**Run 1: track usage over the die**

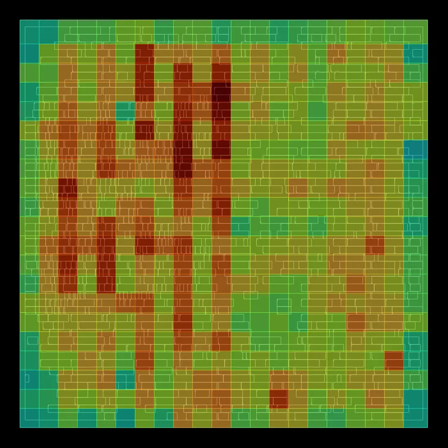
**Run 1: metal 4**

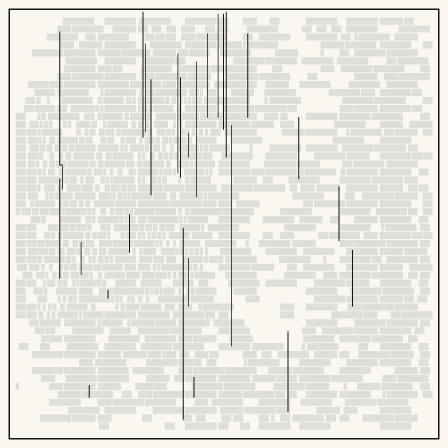
**Run 1: close-up of the layout**

Window x 97 to 122, y 24 to 49 um. Cells in grey, sequential cells in the stronger grey; small squares are vias.
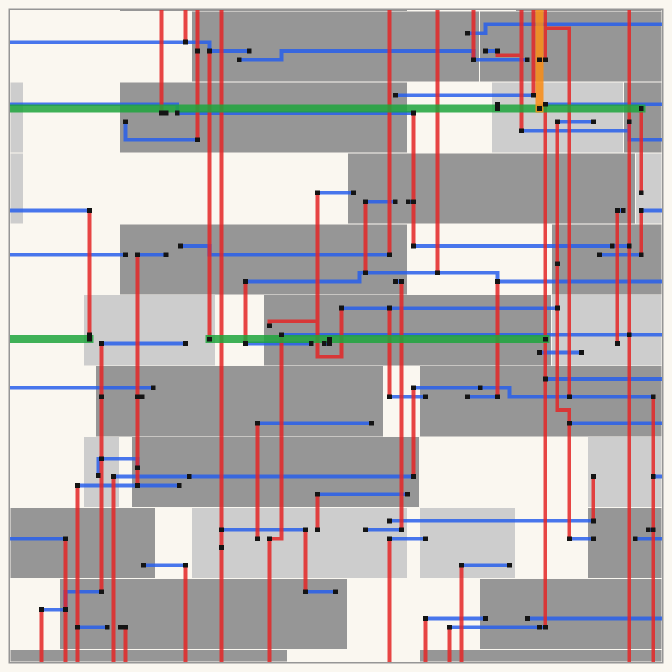
**Run 1: supply network**

Scale bar: 50 um. Pins as bars on the die edge. Tap cells in grey.
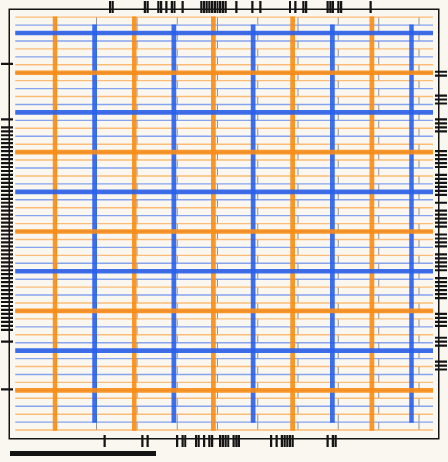
===== config.mk =====
export PLATFORM = sky130hd
export DESIGN_NAME = if_prefetch_stage_flat
export DESIGN_NICKNAME = d
export VERILOG_FILES = /design/src/rtl/if_pkg.sv /design/src/rtl/if_prefetch_stage_if.sv /design/src/rtl/if_fetch_fifo.sv /design/src/rtl/if_prefetch_stage.sv /design/src/flat_wrapper.sv
export SDC_FILE = /design/constraint.sdc
export NUM_CORES = 1
export LEC_CHECK = 0
export CAP_MARGIN = 20
export CORE_MARGIN = 1.5
export CORE_UTILIZATION = 61
export CTS_BUF_LIST = sky130_fd_sc_hd__clkbuf_8
export DETAILED_ROUTE_END_ITERATION = 16
export PLACE_DENSITY = 0.95
export SKIP_LAST_GASP = 1
export SLEW_MARGIN = 20
export SYNTH_ARGS = -nofsm -noshare
export SYNTH_HDL_FRONTEND = slang
export SYNTH_SLANG_ARGS = --single-unit

===== constraint.sdc =====
create_clock -name clk -period 7.45 [get_ports clk]
set_input_delay 1.1175 -clock clk [delete_from_list [all_inputs] [get_ports clk]]
set_output_delay 1.1175 -clock clk [all_outputs]
set_load 0.005 [all_outputs]

===== src/rtl/if_pkg.sv =====
`default_nettype none
// ============================================================================
//  Module      : if_pkg
//  Description : Shared constants, prefetch entry type and branch predecode
//                helper for the instruction-fetch stage.
//  Revision    : 1.0  initial release
// ============================================================================
package if_pkg;

   localparam int INSTR_W = 32;
   localparam int PC_W    = 32;

   // Branch opcode class of the ARM subset lives in bits 27:25.
   localparam logic [2:0] BRANCH_OPC    = 3'b101;
   localparam int         BRANCH_OPC_HI = 27;
   localparam int         BRANCH_OPC_LO = 25;

   typedef struct packed {
      logic [PC_W-1:0]    pc;
      logic [INSTR_W-1:0] instr;
      logic               is_branch;
   } fetch_entry_t;

   function automatic logic is_branch_opc(input logic [INSTR_W-1:0] instr);
      return instr[BRANCH_OPC_HI:BRANCH_OPC_LO] == BRANCH_OPC;
   endfunction

endpackage
`default_nettype wire


===== src/rtl/if_prefetch_stage_if.sv =====
`default_nettype none
// ============================================================================
//  Module      : if_prefetch_stage_if
//  Description : Control, instruction-memory and ID-side handshake bundle of
//                the fetch stage. master = fetch stage, slave = environment.
//  Revision    : 1.0  initial release
// ============================================================================
interface if_prefetch_stage_if #(
   parameter int ADDR_W = 32,
   parameter int DATA_W = 32
);
   logic              freeze;
   logic              Branch_taken;
   logic [ADDR_W-1:0] BranchAddr;
   logic              imem_en;
   logic [ADDR_W-1:0] imem_addr;
   logic [DATA_W-1:0] imem_rdata;
   logic              out_valid;
   logic              out_ready;
   logic [ADDR_W-1:0] out_pc;
   logic [DATA_W-1:0] out_instr;
   logic              out_is_branch;

   modport master (
      input  freeze, Branch_taken, BranchAddr, imem_rdata, out_ready,
      output imem_en, imem_addr, out_valid, out_pc, out_instr, out_is_branch
   );

   modport slave (
      output freeze, Branch_taken, BranchAddr, imem_rdata, out_ready,
      input  imem_en, imem_addr, out_valid, out_pc, out_instr, out_is_branch
   );
endinterface
`default_nettype wire


===== src/rtl/if_fetch_fifo.sv =====
`default_nettype none
// ============================================================================
//  Module      : if_fetch_fifo
//  Description : DEPTH-entry synchronous prefetch FIFO (DEPTH power of two).
//                clear dominates push and pop. Branch flag storage exists
//                only when FLAG_EN is set.
//  Revision    : 1.0  initial release
// ============================================================================
module if_fetch_fifo
   import if_pkg::*;
#(
   parameter  int DEPTH   = 4,
   parameter  bit FLAG_EN = 1'b0,
   localparam int PTR_W   = $clog2(DEPTH),
   localparam int CNT_W   = $clog2(DEPTH + 1)
) (
   input  logic             clk,
   input  logic             rst,
   input  logic             clear,
   input  logic             push,
   input  logic             pop,
   input  fetch_entry_t     push_entry,
   output fetch_entry_t     head_entry,
   output logic [CNT_W-1:0] count
);

   logic [PC_W-1:0]    r_pc_mem    [DEPTH];
   logic [INSTR_W-1:0] r_instr_mem [DEPTH];
   logic [PTR_W-1:0]   r_wr_ptr;
   logic [PTR_W-1:0]   r_rd_ptr;
   logic [CNT_W-1:0]   r_count;
   logic               w_do_push;
   logic               w_do_pop;
   logic               w_head_flag;

   assign w_do_push = push & ~clear;
   assign w_do_pop  = pop & ~clear & (r_count != '0);
   assign count     = r_count;

   // Pointer and occupancy bookkeeping; pointers wrap naturally at DEPTH.
   always_ff @(posedge clk) begin
      if (rst || clear) begin
         r_wr_ptr <= '0;
         r_rd_ptr <= '0;
         r_count  <= '0;
      end else begin
         if (w_do_push) r_wr_ptr <= r_wr_ptr + PTR_W'(1);
         if (w_do_pop)  r_rd_ptr <= r_rd_ptr + PTR_W'(1);
         case ({w_do_push, w_do_pop})
            2'b10:   r_count <= r_count + CNT_W'(1);
            2'b01:   r_count <= r_count - CNT_W'(1);
            default: r_count <= r_count;
         endcase
      end
   end

   // Entry storage write; contents need no reset since count gates validity.
   always_ff @(posedge clk) begin
      if (w_do_push) begin
         r_pc_mem[r_wr_ptr]    <= push_entry.pc;
         r_instr_mem[r_wr_ptr] <= push_entry.instr;
      end
   end

   generate
      if (FLAG_EN) begin : g_flag_store
         logic r_flag_mem [DEPTH];
         // Predecoded branch flag travels alongside its entry.
         always_ff @(posedge clk) begin
            if (w_do_push) r_flag_mem[r_wr_ptr] <= push_entry.is_branch;
         end
         assign w_head_flag = r_flag_mem[r_rd_ptr];
      end else begin : g_flag_none
         logic w_unused_flag;
         assign w_unused_flag = push_entry.is_branch;
         assign w_head_flag   = 1'b0;
      end
   endgenerate

   // Head entry is presented combinationally from the read pointer.
   always_comb begin
      head_entry           = '0;
      head_entry.pc        = r_pc_mem[r_rd_ptr];
      head_entry.instr     = r_instr_mem[r_rd_ptr];
      head_entry.is_branch = w_head_flag;
   end

   // Upstream credit accounting must keep a full FIFO from ever being pushed.
   always_ff @(posedge clk) begin
      if (!rst) assert (!(w_do_push && (r_count == CNT_W'(DEPTH))));
   end

endmodule
`default_nettype wire


===== src/rtl/if_prefetch_stage.sv =====
`default_nettype none
// ============================================================================
//  Module      : if_prefetch_stage
//  Description : Instruction-fetch stage with decoupling prefetch queue.
//                Issues sequential reads to a 1-cycle synchronous imem,
//                buffers {pc, instr} in if_fetch_fifo and hands them to ID
//                over valid/ready. Branch_taken flushes queue and in-flight
//                read. Optional macro IF_PREDECODE_EN adds a per-entry
//                branch flag presented on out_is_branch.
//                ADDR_W must not exceed 32 and DATA_W must equal 32.
//  Revision    : 1.0  initial release
// ============================================================================
module if_prefetch_stage
   import if_pkg::*;
#(
   parameter int              ADDR_W   = 32,
   parameter int              DATA_W   = 32,
   parameter int              DEPTH    = 4,
   parameter logic [ADDR_W-1:0] RESET_PC = '0
) (
   input  logic               clk,
   input  logic               rst,
   if_prefetch_stage_if.master bus
);

   localparam int CNT_W = $clog2(DEPTH + 1);

`ifdef IF_PREDECODE_EN
   localparam bit PREDECODE = 1'b1;
`else
   localparam bit PREDECODE = 1'b0;
`endif

   logic [ADDR_W-1:0] r_fetch_pc;
   logic [ADDR_W-1:0] r_inflight_pc;
   logic              r_inflight;
   logic [CNT_W-1:0]  w_count;
   logic [CNT_W:0]    w_credit_used;
   logic              w_issue;
   logic              w_push;
   logic              w_pop;
   logic              w_out_valid;
   fetch_entry_t      w_push_entry;
   fetch_entry_t      w_head_entry;

   // Credit counts queued plus in-flight entries; a same-cycle pop is not
   // credited, which keeps the queue from ever overflowing.
   assign w_credit_used = {1'b0, w_count} + {{CNT_W{1'b0}}, r_inflight};
   assign w_issue       = ~rst & ~bus.freeze & ~bus.Branch_taken
                        & (w_credit_used < (CNT_W+1)'(DEPTH));
   assign w_push        = r_inflight & ~bus.Branch_taken & ~rst;
   assign w_out_valid   = (w_count != '0) & ~bus.Branch_taken;
   assign w_pop         = w_out_valid & bus.out_ready & ~bus.freeze;

   assign bus.imem_en   = w_issue;
   assign bus.imem_addr = r_fetch_pc;
   assign bus.out_valid = w_out_valid;
   assign bus.out_pc    = ADDR_W'(w_head_entry.pc);
   assign bus.out_instr = DATA_W'(w_head_entry.instr);

   // Fetch PC and in-flight tracking; redirect dominates any issue.
   always_ff @(posedge clk) begin
      if (rst) begin
         r_fetch_pc    <= RESET_PC;
         r_inflight    <= 1'b0;
         r_inflight_pc <= RESET_PC;
      end else if (bus.Branch_taken) begin
         r_fetch_pc <= bus.BranchAddr;
         r_inflight <= 1'b0;
      end else if (w_issue) begin
         r_fetch_pc    <= r_fetch_pc + ADDR_W'(4);
         r_inflight    <= 1'b1;
         r_inflight_pc <= r_fetch_pc;
      end else begin
         r_inflight <= 1'b0;
      end
   end

   // Returning read data is tagged with the PC it was issued for.
   always_comb begin
      w_push_entry       = '0;
      w_push_entry.pc    = PC_W'(r_inflight_pc);
      w_push_entry.instr = INSTR_W'(bus.imem_rdata);
`ifdef IF_PREDECODE_EN
      w_push_entry.is_branch = is_branch_opc(INSTR_W'(bus.imem_rdata));
`endif
   end

`ifdef IF_PREDECODE_EN
   assign bus.out_is_branch = w_out_valid & w_head_entry.is_branch;
`else
   logic w_unused_head_flag;
   assign w_unused_head_flag = w_head_entry.is_branch;
   assign bus.out_is_branch  = 1'b0;
`endif

   if_fetch_fifo #(
      .DEPTH   (DEPTH),
      .FLAG_EN (PREDECODE)
   ) u_fifo (
      .clk        (clk),
      .rst        (rst),
      .clear      (bus.Branch_taken),
      .push       (w_push),
      .pop        (w_pop),
      .push_entry (w_push_entry),
      .head_entry (w_head_entry),
      .count      (w_count)
   );

endmodule
`default_nettype wire

===== src/flat_wrapper.sv =====
// flat-port wrapper written by rule: the top's interface ports become plain ports
module if_prefetch_stage_flat import if_pkg::*;
#(
   parameter int              ADDR_W   = 32,
   parameter int              DATA_W   = 32,
   parameter int              DEPTH    = 4,
   parameter logic [ADDR_W-1:0] RESET_PC = '0
)
  (clk, rst, bus_freeze, bus_Branch_taken, bus_BranchAddr, bus_imem_rdata, bus_out_ready, bus_imem_en, bus_imem_addr, bus_out_valid, bus_out_pc, bus_out_instr, bus_out_is_branch);
  if_prefetch_stage_if #(.ADDR_W(ADDR_W), .DATA_W(DATA_W)) bus_i ();
  input  logic clk;
  input  logic rst;
  input wire logic [$bits(bus_i.freeze)-1:0] bus_freeze;
  input wire logic [$bits(bus_i.Branch_taken)-1:0] bus_Branch_taken;
  input wire logic [$bits(bus_i.BranchAddr)-1:0] bus_BranchAddr;
  input wire logic [$bits(bus_i.imem_rdata)-1:0] bus_imem_rdata;
  input wire logic [$bits(bus_i.out_ready)-1:0] bus_out_ready;
  output wire logic [$bits(bus_i.imem_en)-1:0] bus_imem_en;
  output wire logic [$bits(bus_i.imem_addr)-1:0] bus_imem_addr;
  output wire logic [$bits(bus_i.out_valid)-1:0] bus_out_valid;
  output wire logic [$bits(bus_i.out_pc)-1:0] bus_out_pc;
  output wire logic [$bits(bus_i.out_instr)-1:0] bus_out_instr;
  output wire logic [$bits(bus_i.out_is_branch)-1:0] bus_out_is_branch;
  assign bus_i.freeze = bus_freeze;
  assign bus_i.Branch_taken = bus_Branch_taken;
  assign bus_i.BranchAddr = bus_BranchAddr;
  assign bus_i.imem_rdata = bus_imem_rdata;
  assign bus_i.out_ready = bus_out_ready;
  assign bus_imem_en = bus_i.imem_en;
  assign bus_imem_addr = bus_i.imem_addr;
  assign bus_out_valid = bus_i.out_valid;
  assign bus_out_pc = bus_i.out_pc;
  assign bus_out_instr = bus_i.out_instr;
  assign bus_out_is_branch = bus_i.out_is_branch;
  if_prefetch_stage #(.ADDR_W(ADDR_W), .DATA_W(DATA_W), .DEPTH(DEPTH), .RESET_PC(RESET_PC)) u_core (.clk(clk), .rst(rst), .bus(bus_i));
endmodule

==> results.py, run 1 <==
# Auto-generated metrics
metrics = {
    "run_status": {
        "outcome": "completed",
    },
    "final_layout": {
        "non_filler_instance_count_after_layout": 1250,
        "most-common-layout-cells": "sky130_fd_sc_hd__edfxtp_1 (256), sky130_fd_sc_hd__clkdlybuf4s50_1 (165), sky130_fd_sc_hd__nand2_1 (89), sky130_fd_sc_hd__dfxtp_1 (72), sky130_fd_sc_hd__mux4_2 (64)",
        "final_net_count": 1018,
        "num-clock-buffers": 61,
        "non_clock_buffer_count": 171,
        "seq_share_pct": 59.3,
        "multi_input_gate_share_of_total_cell_area_pct": 20.7,
        "num-nonclk-inverters": 12,
        "dominant-cell-class": "flip-flops and latches",
        "area_growth_syn_to_layout_pct": 23.0,
        "seqCellArea_sq_um": 9180,
        "biggestRegsByFlops": "u_core.u_fifo.r_instr_mem (128), u_core.u_fifo.r_pc_mem (128)",
    },
    "yosys": {
        "post_synth_and_or_nand_nor_area_fraction_pct": 7.52,
        "yosys.stat.chipArea_sq_um": 12600,
        "yosysSeqAreaShare_pct": 72.9,
        "synth_largest_type_area_fraction_pct": 61.1,
        "ys_sh_adder_pct": 0.756,
        "yosys.area.top_type": "sky130_fd_sc_hd__edfxtp_1",
        "count_leader_synth": "sky130_fd_sc_hd__edfxtp_1",
        "yosysUniqueCellTypes": 54,
    },
    "placement": {
        "half_perimeter_wire_length_after_placement_um": 15200,
        "place_inst": 1160,
        "worst_setup_slack_after_placement_ns": 2.65,
    },
    "global_route": {
        "use_met1_pct": 33.7,
        "grt-ovfl-total": 0,
        "grt_first_pass_wirelength_um": 40600,
        "grt_antenna_before_repair": 0,
    },
    "min_path": {
        "min_path_type": "reg2reg",
        "timing.hold.worst.start": "u_core.bus.imem_addr[1]$_SDFFE_PP0P_",
        "timing.hold.worst_path_depth": 2,
    },
    "pwr": {
        "vdd_drop_max_mv": 0.133,
        "seq_pwr_share_pct": 55.8,
        "power_frac_clock_pct": 40.6,
        "powerSeq_w": 0.00202,
        "power.combinational.total_w": 0.000129,
        "p_leak_nw": 5.14,
        "switching_share_pct": 20.6,
    },
    "final_timing": {
        "setup_viol": 0,
        "timing.setup.tns_ns": 0,
    },
    "floorplanning": {
        "floorplan.initialDensity_pct": 62.2,
        "die_h_um": 147,
        "placement_rows": 52,
        "chip_area_sq_um": 21500,
    },
    "cts": {
        "clock_tree_from_tritoncts": "done",
        "clock_edge_transition_at_the_registers_on_the_reported_setup_and_hold_paths_ns": 0.06,
        "clk-insertion-delay-late_ns": 0.57,
        "cts_buf_count": 50,
        "clock_sink_count": 330,
    },
    "job": {
        "log.warning_count": 29,
    },
    "worst_setup_path": {
        "critical_path.max_stage_delay_ns": 0.60,
        "path_class": "in2out",
        "worst_setup_path_end_kind": "output pin",
        "worst-path-buf-inv": 5,
        "critical_path_peak_fanout": 46,
        "ff2ff_path_depth": 8,
    },
    "detailed_routing": {
        "highest_layer": "met4",
        "drt_pre_antenna_iters": 6,
    },
}
About 'track usage over the die':
GR peak layer: met2
Total Routing Usage GR: 24.6%
met3 GRT Util: 4.59%
Avg WL per Cell: 20.7 um
met2 track demand over resource in global routing: 39.5%

About 'metal 4':
nets with wire on the layer: 19
main direction: vertical
longest straight run: 75.5 um
share of all routed wire: 3.1%
wire length on this layer: 792 um
routed vias: 7,559
final WL: 25,900 um

About 'close-up of the layout':
[met1] blue
[met3] green
[met2] red
[met4] orange
most frequent: edfxtp_1 (12)
sequential cells in the window: 12
cells with their middle in the window: 19
netlist names of flops here include: u_core.u_fifo.r_instr_mem (12)

About 'supply network':
[VDD] blue
[VSS] orange
met4 straps: 10
met1 rails: 53
rows: 52

--- run 2 (diff from run 1) ---
--- a/config.mk
+++ b/config.mk
@@ -7,10 +7,10 @@
 export LEC_CHECK = 0
 export CAP_MARGIN = 20
 export CORE_MARGIN = 1.5
-export CORE_UTILIZATION = 61
+export CORE_UTILIZATION = 51
 export CTS_BUF_LIST = sky130_fd_sc_hd__clkbuf_8
 export DETAILED_ROUTE_END_ITERATION = 16
-export PLACE_DENSITY = 0.95
+export PLACE_DENSITY = 0.87
 export SKIP_LAST_GASP = 1
 export SLEW_MARGIN = 20
 export SYNTH_ARGS = -nofsm -noshare
==> constraint.sdc (replaced) <==
create_clock -name clk -period 4 [get_ports clk]
set_input_delay 0.6 -clock clk [delete_from_list [all_inputs] [get_ports clk]]
set_output_delay 0.6 -clock clk [all_outputs]
set_load 0.005 [all_outputs]
**Run 2: metal layers overlaid**

Only two layers are drawn.
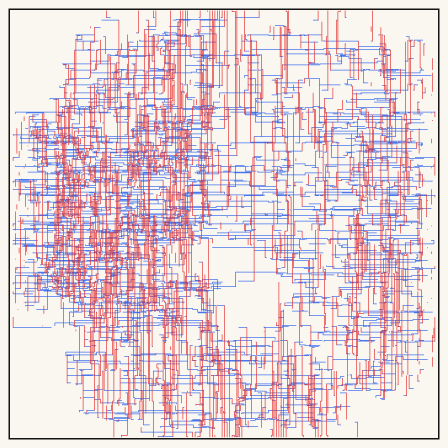
[met2] red | wire length: 13,100 um
[met1] blue | wire length: 10,800 um
Total Routing Usage GR: 20.9%
final WL: 26,500 um
routed vias: 7,486
Avg WL per Cell: 20.2 um

==> results.py, run 2 <==
# Auto-generated metrics
metrics = {
    "global_route": {
        "grt_use_met3_pct": 3.69,
        "met2_usage_pct": 35.1,
        "grt_antenna_before_repair": 1,
        "grt-ovfl-total": 0,
        "grt.busiest_layer": "met2",
        "use_met1_pct": 27.8,
        "grt_first_pass_wirelength_um": 41200,
        "grt_max_degree": 65,
    },
    "worst_setup_path": {
        "critical_path.max_stage_delay_ns": 0.62,
        "path_class": "reg2out",
        "worst_setup_path_end_kind": "output pin",
        "worst-path-buf-inv": 2,
        "critical_path_peak_fanout": 35,
        "ff2ff_path_depth": 7,
        "worstPathRequired_ns": 3.40,
    },
    "pwr": {
        "powerSeq_w": 0.00375,
        "power_frac_clock_pct": 38.2,
        "power.density_nw_per_um2": 416,
        "clockNetworkPower_w": 0.00247,
        "power.combinational.total_w": 0.000244,
        "seq_pwr_share_pct": 58.1,
        "switching_share_pct": 21.0,
        "vdd_drop_max_mv": 0.218,
        "p_leak_nw": 5.15,
    },
    "final_layout": {
        "biggestRegsByFlops": "u_core.u_fifo.r_instr_mem (128), u_core.u_fifo.r_pc_mem (128)",
        "area_growth_syn_to_layout_pct": 23.5,
        "num-nonclk-inverters": 12,
        "final_net_count": 1023,
        "most-common-layout-cells": "sky130_fd_sc_hd__edfxtp_1 (256), sky130_fd_sc_hd__clkdlybuf4s50_1 (165), sky130_fd_sc_hd__nand2_1 (89), sky130_fd_sc_hd__dfxtp_1 (72), sky130_fd_sc_hd__mux4_2 (64)",
        "dominant-cell-class": "flip-flops and latches",
        "seq_share_pct": 59.0,
        "final.fill_count": 1700,
        "seqCellArea_sq_um": 9180,
        "multi_input_gate_share_of_total_cell_area_pct": 20.6,
        "non_clock_buffer_count": 178,
        "non_filler_instance_count_after_layout": 1311,
        "layout.buffer.nonclock.area_share_pct": 11.6,
        "num-clock-buffers": 52,
        "antenna_cells": 1,
    },
    "cts": {
        "clock_sink_count": 330,
        "clock_tree_from_tritoncts": "done",
        "clk-insertion-delay-late_ns": 0.56,
        "clock_tree.htree_level_count": 2,
        "cts_buf_count": 48,
        "clock_edge_transition_at_the_registers_on_the_reported_setup_and_hold_paths_ns": 0.06,
        "hold_buffers": 0,
        "cts_setup_buffers": 0,
    },
    "job": {
        "log.warning_count": 29,
        "cap_viol_max_count": 0,
    },
    "detailed_routing": {
        "drt_pre_antenna_iters": 5,
        "detail_route.iter0.violations": 631,
        "antenna_left": 0,
        "highest_layer": "met4",
    },
    "final_timing": {
        "timing.final.crit_share_pct": 80.3,
        "setup_viol": 0,
        "rsz0062_at_grt": "false",
        "maxSlewHeadroom_pct": 34.7,
        "timing.setup.tns_ns": 0,
        "final_skew_ns": 0.0235,
        "timing.final.hold_violations": 0,
        "worst_slack_ns": 0.787,
    },
    "yosys": {
        "post_synth_and_or_nand_nor_area_fraction_pct": 7.52,
        "compound_area_share_pct": 4.47,
        "synth_async_sr_flop_share_pct": 0,
        "logic_family": "multiplexers",
        "yosys.area.top_type": "sky130_fd_sc_hd__edfxtp_1",
        "yosys.stat.chipArea_sq_um": 12600,
        "enable_flop_cells": 256,
        "yosysUniqueCellTypes": 54,
        "ys_sh_adder_pct": 0.756,
        "synth_largest_type_area_fraction_pct": 61.1,
        "netlist_instances": 762,
        "ys_top_cells_by_count": "sky130_fd_sc_hd__edfxtp_1 (256), sky130_fd_sc_hd__nand2_1 (89), sky130_fd_sc_hd__dfxtp_1 (74)",
        "ys_seq_elements": 330,
        "count_leader_synth": "sky130_fd_sc_hd__edfxtp_1",
        "yosysSeqAreaShare_pct": 72.9,
    },
    "floorplanning": {
        "nWellTaps": 324,
        "placement_rows": 57,
        "chip_area_sq_um": 25600,
        "die_h_um": 160,
        "boundaryPins": 168,
        "floorplan.initialDensity_pct": 51.9,
    },
    "min_path": {
        "timing.hold.worst_path_depth": 2,
        "min_path_type": "reg2reg",
        "timing.hold.worst.start": "u_core.bus.imem_addr[1]$_SDFFE_PP0P_",
    },
    "placement": {
        "half_perimeter_wire_length_after_placement_um": 16400,
        "worst_setup_slack_after_placement_ns": 0.803,
        "dpl-instance-area_sq_um": 14600,
        "place_inst": 1221,
    },
    "run_status": {
        "outcome": "completed",
    },
}
--- run 3 (diff from run 2) ---
==> constraint.sdc (replaced) <==
create_clock -name clk -period 2.8 [get_ports clk]
set_input_delay 0.42 -clock clk [delete_from_list [all_inputs] [get_ports clk]]
set_output_delay 0.42 -clock clk [all_outputs]
set_load 0.005 [all_outputs]
**Run 3: supply network**

Scale bar: 50 um. Pins as bars on the die edge. Tap cells in grey.
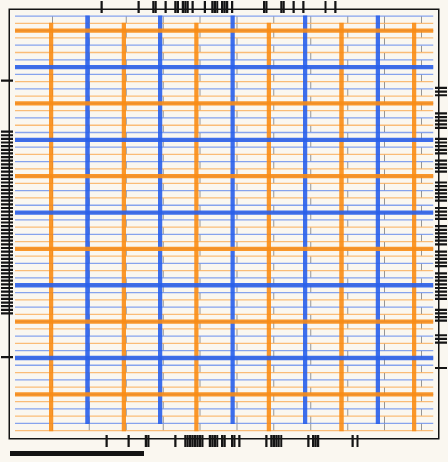
[VDD] blue
[VSS] orange
signal pins: 168
tap cells: 324

==> results.py, run 3 <==
# Auto-generated metrics
metrics = {
    "pwr": {
        "power_frac_clock_pct": 39.0,
        "switching_share_pct": 21.3,
        "p_leak_nw": 5.37,
        "clockNetworkPower_w": 0.00366,
        "power.combinational.total_w": 0.000369,
        "powerSeq_w": 0.00535,
        "power.density_nw_per_um2": 591,
        "vdd_drop_max_mv": 0.328,
    },
    "placement": {
        "dpl-instance-area_sq_um": 14900,
        "place_inst": 1242,
        "half_perimeter_wire_length_after_placement_um": 17600,
    },
    "detailed_routing": {
        "wl_per_cell_um": 20.5,
        "drt_pre_antenna_iters": 6,
        "routed_wl_um": 27400,
        "detail_route.iter0.violations": 676,
        "antenna_left": 0,
        "detailroute.via_count": 7621,
        "highest_layer": "met4",
    },
    "worst_setup_path": {
        "worst_setup_path_end_kind": "output pin",
        "critical_path.max_stage_delay_ns": 0.52,
        "path_class": "reg2out",
    },
    "final_layout": {
        "num-nonclk-inverters": 12,
        "biggestRegsByFlops": "u_core.u_fifo.r_instr_mem (128), u_core.u_fifo.r_pc_mem (128)",
        "seq_share_pct": 57.7,
        "final.fill_count": 1645,
        "seqCellArea_sq_um": 9180,
        "non_filler_instance_count_after_layout": 1340,
    },
    "yosys": {
        "logic_family": "multiplexers",
        "synth_largest_type_area_fraction_pct": 61.1,
        "yosys.stat.chipArea_sq_um": 12600,
    },
    "cts": {
        "clock_tree.htree_level_count": 2,
        "cts_buf_count": 50,
        "clock_edge_transition_at_the_registers_on_the_reported_setup_and_hold_paths_ns": 0.07,
        "clk-insertion-delay-late_ns": 0.56,
    },
    "global_route": {
        "grt_use_met3_pct": 4.29,
        "gr-usage-all-layers_pct": 21.7,
        "met2_usage_pct": 34.8,
        "grt_first_pass_wirelength_um": 42900,
        "grt_max_degree": 62,
        "grt_antenna_before_repair": 0,
    },
    "run_status": {
        "outcome": "completed",
    },
    "min_path": {
        "timing.hold.worst_path_depth": 5,
    },
    "job": {
        "cap_viol_max_count": 0,
    },
    "final_timing": {
        "rsz0062_at_grt": "true",
        "timing.final.crit_share_pct": 99.7,
        "setup_viol": 0,
    },
    "floorplanning": {
        "boundaryPins": 168,
    },
}
Power is estimated from default activity; no workload was simulated.
